### Zoomed window

The bar under the picture is 5 um long. Window x 50 to 70, y 83 to 103 um. Cells in grey, sequential cells in the stronger grey; small squares are vias.
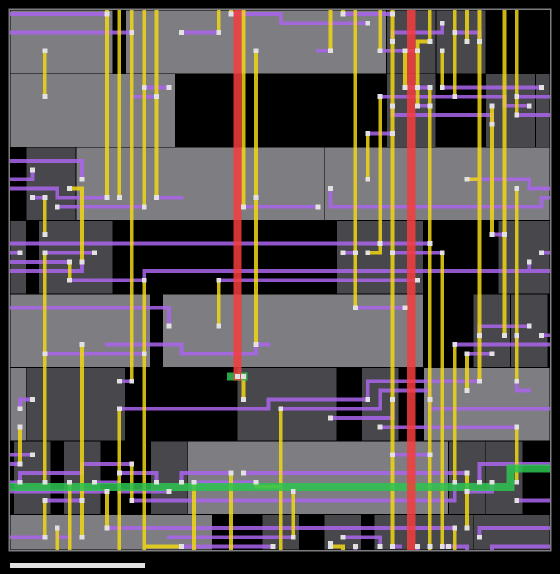
### Logic cells by family

The bar under the picture is 20 um long.
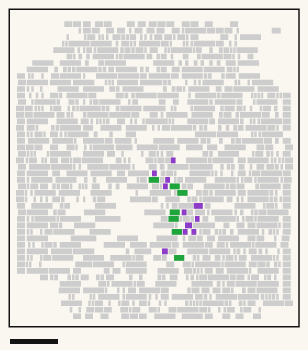
### Metal layers overlaid

The bar under the picture is 20 um long.
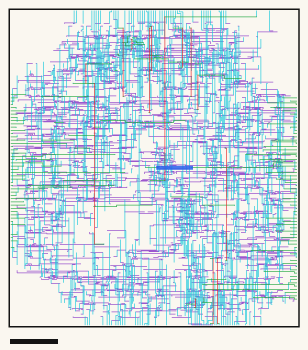
### Congestion heat map

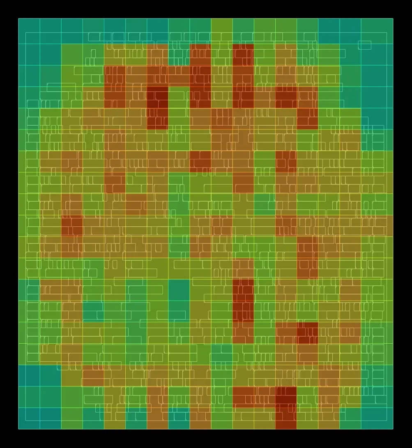
### Where the registers sit

The bar under the picture is 20 um long. Other sequential cells in the stronger grey, the rest of the logic in the fainter grey.
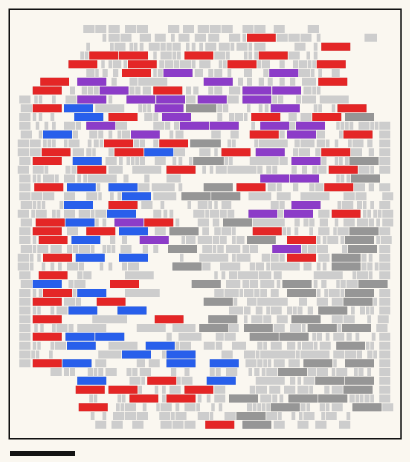
$ cat src/rtl/bus_master_if.sv
// Master-side bridge from a single-outstanding core request port to one master
// slot of the shared bus: request/grant, address phase, slave ready, timeout abort.
module bus_master_if #(
  parameter int TIMEOUT = 256,
  parameter int ADDR_W  = 30,
  parameter int DATA_W  = 32
) (
  input  logic              bus_clk,
  input  logic              bus_rstn,
  input  logic              core_req,
  input  logic              core_rw,
  input  logic [ADDR_W-1:0] core_addr,
  input  logic [DATA_W-1:0] core_wdata,
  output logic              core_busy,
  output logic              core_ack,
  output logic              core_err,
  output logic [DATA_W-1:0] core_rdata,
  output logic              m_reqn,
  input  logic              m_grntn,
  output logic              m_asn,
  output logic              m_rw,
  output logic [ADDR_W-1:0] m_addr,
  output logic [DATA_W-1:0] m_wdata,
  input  logic [DATA_W-1:0] m_rdata,
  input  logic              m_rdy
);

  localparam int              CNT_W    = (TIMEOUT > 0) ? $clog2(TIMEOUT + 1) : 1;
  localparam bit              TO_EN    = (TIMEOUT != 0);
  localparam logic [CNT_W-1:0] CNT_LAST = (TIMEOUT > 0) ? CNT_W'(TIMEOUT - 1) : '0;

  typedef enum logic [1:0] {IDLE, REQ, ACCESS, DONE} state_t;

  typedef struct packed {
    logic              rw;
    logic [ADDR_W-1:0] addr;
    logic [DATA_W-1:0] wdata;
  } req_t;

  state_t             state, state_d;
  req_t               hold, hold_d;
  logic [CNT_W-1:0]   cnt, cnt_d;
  logic               reqn_d, asn_d, rw_d, busy_d, ack_d, err_d;
  logic [ADDR_W-1:0]  addr_d;
  logic [DATA_W-1:0]  wdata_d, rdata_d;
  logic               to_hit;

  assign to_hit = TO_EN && (cnt == CNT_LAST);

  always_comb begin
    state_d = state;
    hold_d  = hold;
    cnt_d   = cnt;
    reqn_d  = m_reqn;
    asn_d   = m_asn;
    rw_d    = m_rw;
    addr_d  = m_addr;
    wdata_d = m_wdata;
    busy_d  = core_busy;
    ack_d   = 1'b0;
    err_d   = 1'b0;
    rdata_d = core_rdata;
    // Counter only runs while the bus is being requested or accessed.
    if ((state == REQ || state == ACCESS) && cnt != '1) cnt_d = cnt + 1'b1;
    case (state)
      IDLE: if (core_req) begin
        state_d = REQ;
        hold_d  = '{rw: core_rw, addr: core_addr, wdata: core_wdata};
        cnt_d   = '0;
        reqn_d  = 1'b0;
        busy_d  = 1'b1;
      end
      REQ: begin
        if (to_hit) begin
          state_d = DONE;
          ack_d   = 1'b1;
          err_d   = 1'b1;
          rdata_d = '0;
        end else if (!m_grntn) begin
          state_d = ACCESS;
          asn_d   = 1'b0;
          rw_d    = hold.rw;
          addr_d  = hold.addr;
          wdata_d = hold.rw ? '0 : hold.wdata;
        end
      end
      ACCESS: begin
        // A ready in the last allowed cycle beats both timeout and grant loss.
        if (m_rdy) begin
          state_d = DONE;
          ack_d   = 1'b1;
          if (hold.rw) rdata_d = m_rdata;
        end else if (to_hit || m_grntn) begin
          state_d = DONE;
          ack_d   = 1'b1;
          err_d   = 1'b1;
          rdata_d = '0;
        end
      end
      DONE: begin
        state_d = IDLE;
        busy_d  = 1'b0;
      end
      default: state_d = IDLE;
    endcase
    if (state_d == DONE && state != DONE) begin
      reqn_d  = 1'b1;
      asn_d   = 1'b1;
      rw_d    = 1'b1;
      addr_d  = '0;
      wdata_d = '0;
    end
  end

  always_ff @(posedge bus_clk or negedge bus_rstn) begin
    if (!bus_rstn) begin
      state      <= IDLE;
      hold       <= '0;
      cnt        <= '0;
      m_reqn     <= 1'b1;
      m_asn      <= 1'b1;
      m_rw       <= 1'b1;
      m_addr     <= '0;
      m_wdata    <= '0;
      core_busy  <= 1'b0;
      core_ack   <= 1'b0;
      core_err   <= 1'b0;
      core_rdata <= '0;
    end else begin
      state      <= state_d;
      hold       <= hold_d;
      cnt        <= cnt_d;
      m_reqn     <= reqn_d;
      m_asn      <= asn_d;
      m_rw       <= rw_d;
      m_addr     <= addr_d;
      m_wdata    <= wdata_d;
      core_busy  <= busy_d;
      core_ack   <= ack_d;
      core_err   <= err_d;
      core_rdata <= rdata_d;
    end
  end

endmodule

$ cat config.mk
export PLATFORM = sky130hd
export DESIGN_NAME = bus_master_if
export DESIGN_NICKNAME = d
export VERILOG_FILES = /design/src/rtl/bus_master_if.sv
export SDC_FILE = /design/constraint.sdc
export NUM_CORES = 1
export LEC_CHECK = 0
export CAP_MARGIN = 40
export CORE_ASPECT_RATIO = 1.1
export CORE_MARGIN = 2
export CORE_UTILIZATION = 48
export CTS_BUF_LIST = sky130_fd_sc_hd__clkbuf_16
export DETAILED_ROUTE_END_ITERATION = 6
export PLACE_DENSITY = 0.81
export SETUP_SLACK_MARGIN = 0.05
export SYNTH_ARGS = -nofsm -noshare
export SYNTH_HDL_FRONTEND = slang
export SYNTH_SLANG_ARGS = --single-unit
$ cat constraint.sdc
create_clock -name bus_clk -period 2.7 [get_ports bus_clk]
set_input_delay 0.54 -clock bus_clk [delete_from_list [all_inputs] [get_ports bus_clk]]
set_output_delay 0.54 -clock bus_clk [all_outputs]
set_load 0.05 [all_outputs]
==> impl_metrics.env <==
# source this file to load flow results
export IMPL_logic_family="simple AND/OR/NAND/NOR gates"
export IMPL_cap_viol_max_count=0
export IMPL_nonClkBufAreaFrac_pct=22.3
export IMPL_r2r_end="m_wdata[29]"
export IMPL_reg2reg_slack_ns=0.13
export IMPL_synth_compound_area_share_pct=10.7
export IMPL_cts_setup_buffers=0
export IMPL_core_region_area_um2=14600
export IMPL_io_pins=200
export IMPL_grt_setup_unrepaired="yes"
export IMPL_die_h_um=132
export IMPL_drtIter0Drc=292
export IMPL_required_ns=3.05
export IMPL_synth_seq_cells=174
export IMPL_nClkBuffers=17
export IMPL_pre_cts_slack_ns=0.0957
export IMPL_cts_path_max_buffers=2
export IMPL_root_buffer="clkbuf_16"
export IMPL_critical_path_buf_inv_count=2
export IMPL_nWellTaps=192
export IMPL_clock_sinks=174
export IMPL_synth_stat_cells=740
export IMPL_drv_slew=0
export IMPL_ys_seq_share_pct=60.6
export IMPL_async_reset_ff_share_pct=100
export IMPL_intPower_mw=7.30
export IMPL_grt_max_degree=73
export IMPL_critPathSlowestCell="or3b_4"
export IMPL_fin_nets=1031
export IMPL_stdcell_count=1129
export IMPL_power_mw=13.1
export IMPL_tightestPinTransition_ns=0.628
export IMPL_pwr_share_comb_pct=48.7
export IMPL_r2r_cells=10
export IMPL_status="completed"
export IMPL_gp_congestion=0.806
export IMPL_die_area_um2=16000
export IMPL_cts_max_level=4
export IMPL_num_multi_input_gates=505
export IMPL_syn_cell_area_um2=7190
export IMPL_max_stage_delay_ns=0.45
export IMPL_area_growth_pct=40.8
export IMPL_holdBufCountCts=0
export IMPL_cts_made_buffers=17
export IMPL_critPathMaxFanout=36
export IMPL_mux_share_pct=4.45
export IMPL_p_sw_share_pct=44.2
export IMPL_finalSetupViolCount=0
export IMPL_synthTopCellsByCount="nand2_1 (258), dfrtp_1 (171), a21oi_1 (96)"
export IMPL_synth_warnings=0
export IMPL_grt_pass1_vias=5700
export IMPL_synthSimpleGateAreaFrac_pct=18.8
export IMPL_critPathTopFamily="simple AND/OR/NAND/NOR gates"
export IMPL_path_cells="ha_1, and3_1, and3_1, ha_1, buf_4, or3b_4, buf_16, nor3b_1, a21oi_1, a21oi_1"
## Picture notes: 'Zoomed window'
Key: M2 = yellow; M4 = red; M1 = purple; M3 = green
Sequential cells in the window: 8. Netlist names of flops here include `m_wdata` (3), `hold` (2). 26 logic cells have their middle in the window. Most frequent: nand2_1 (8), a21oi_1 (5), dfrtp_1 (5).

## Picture notes: 'Logic cells by family'
Key: fa/ha/maj cells = green [cells 7]; and/or cells = purple [cells 11]
most numerous logic cell after layout: nand2_1
Comb area share: 26.3%

## Picture notes: 'Metal layers overlaid'
Key: M4 = red [wire length 394 um]; M5 = blue [wire length 13.8 um]; M2 = cyan [wire length 8690 um]; M3 = green [wire length 1190 um]; M1 = purple [wire length 7620 um]
GRT Util Overall: 22.6%
WL/cell: 15.9 um
WL final: 17900 um
Vias: 5841

## Picture notes: 'Congestion heat map'
post-layout util: 69.5%
met1 Resource Use GR: 29.7%
met3 usage: 6.36%
gr busiest metal: met2
M2 GR Usage: 35.9%

## Picture notes: 'Where the registers sit'
Key: `m_addr` = blue [placed flops 30]; `hold` = red [placed flops 63, where all over the die]; `m_wdata` = purple [placed flops 32]
Another 49 sequential cells are not coloured.

## metal layers
| metal | GRT usage (%) | part of all wire, % | wire length (um) | vias to the layer above |
|---|---|---|---|---|
| met1 | 29.7 | 43 | 7620 | 2799 |
| met3 | 6.36 | 6.6 | 1190 | 34 |
| met2 | 35.9 | 49 | 8690 | 202 |
| met4 | 8.20 | 2.2 | 394 | 2 |
| li1 | - | - | - | 2804 |
| met5 | 0 | 0.073 | 13 | - |
## sequential cells by signal, indices dropped and copies added (netlist names)
signal      flops
cnt             9
core_ack        1
core_busy       1
core_err        1
core_rdata     32
hold           63
m_addr         30
m_asn           1
m_reqn          1
m_rw            1
m_wdata        32
state           2
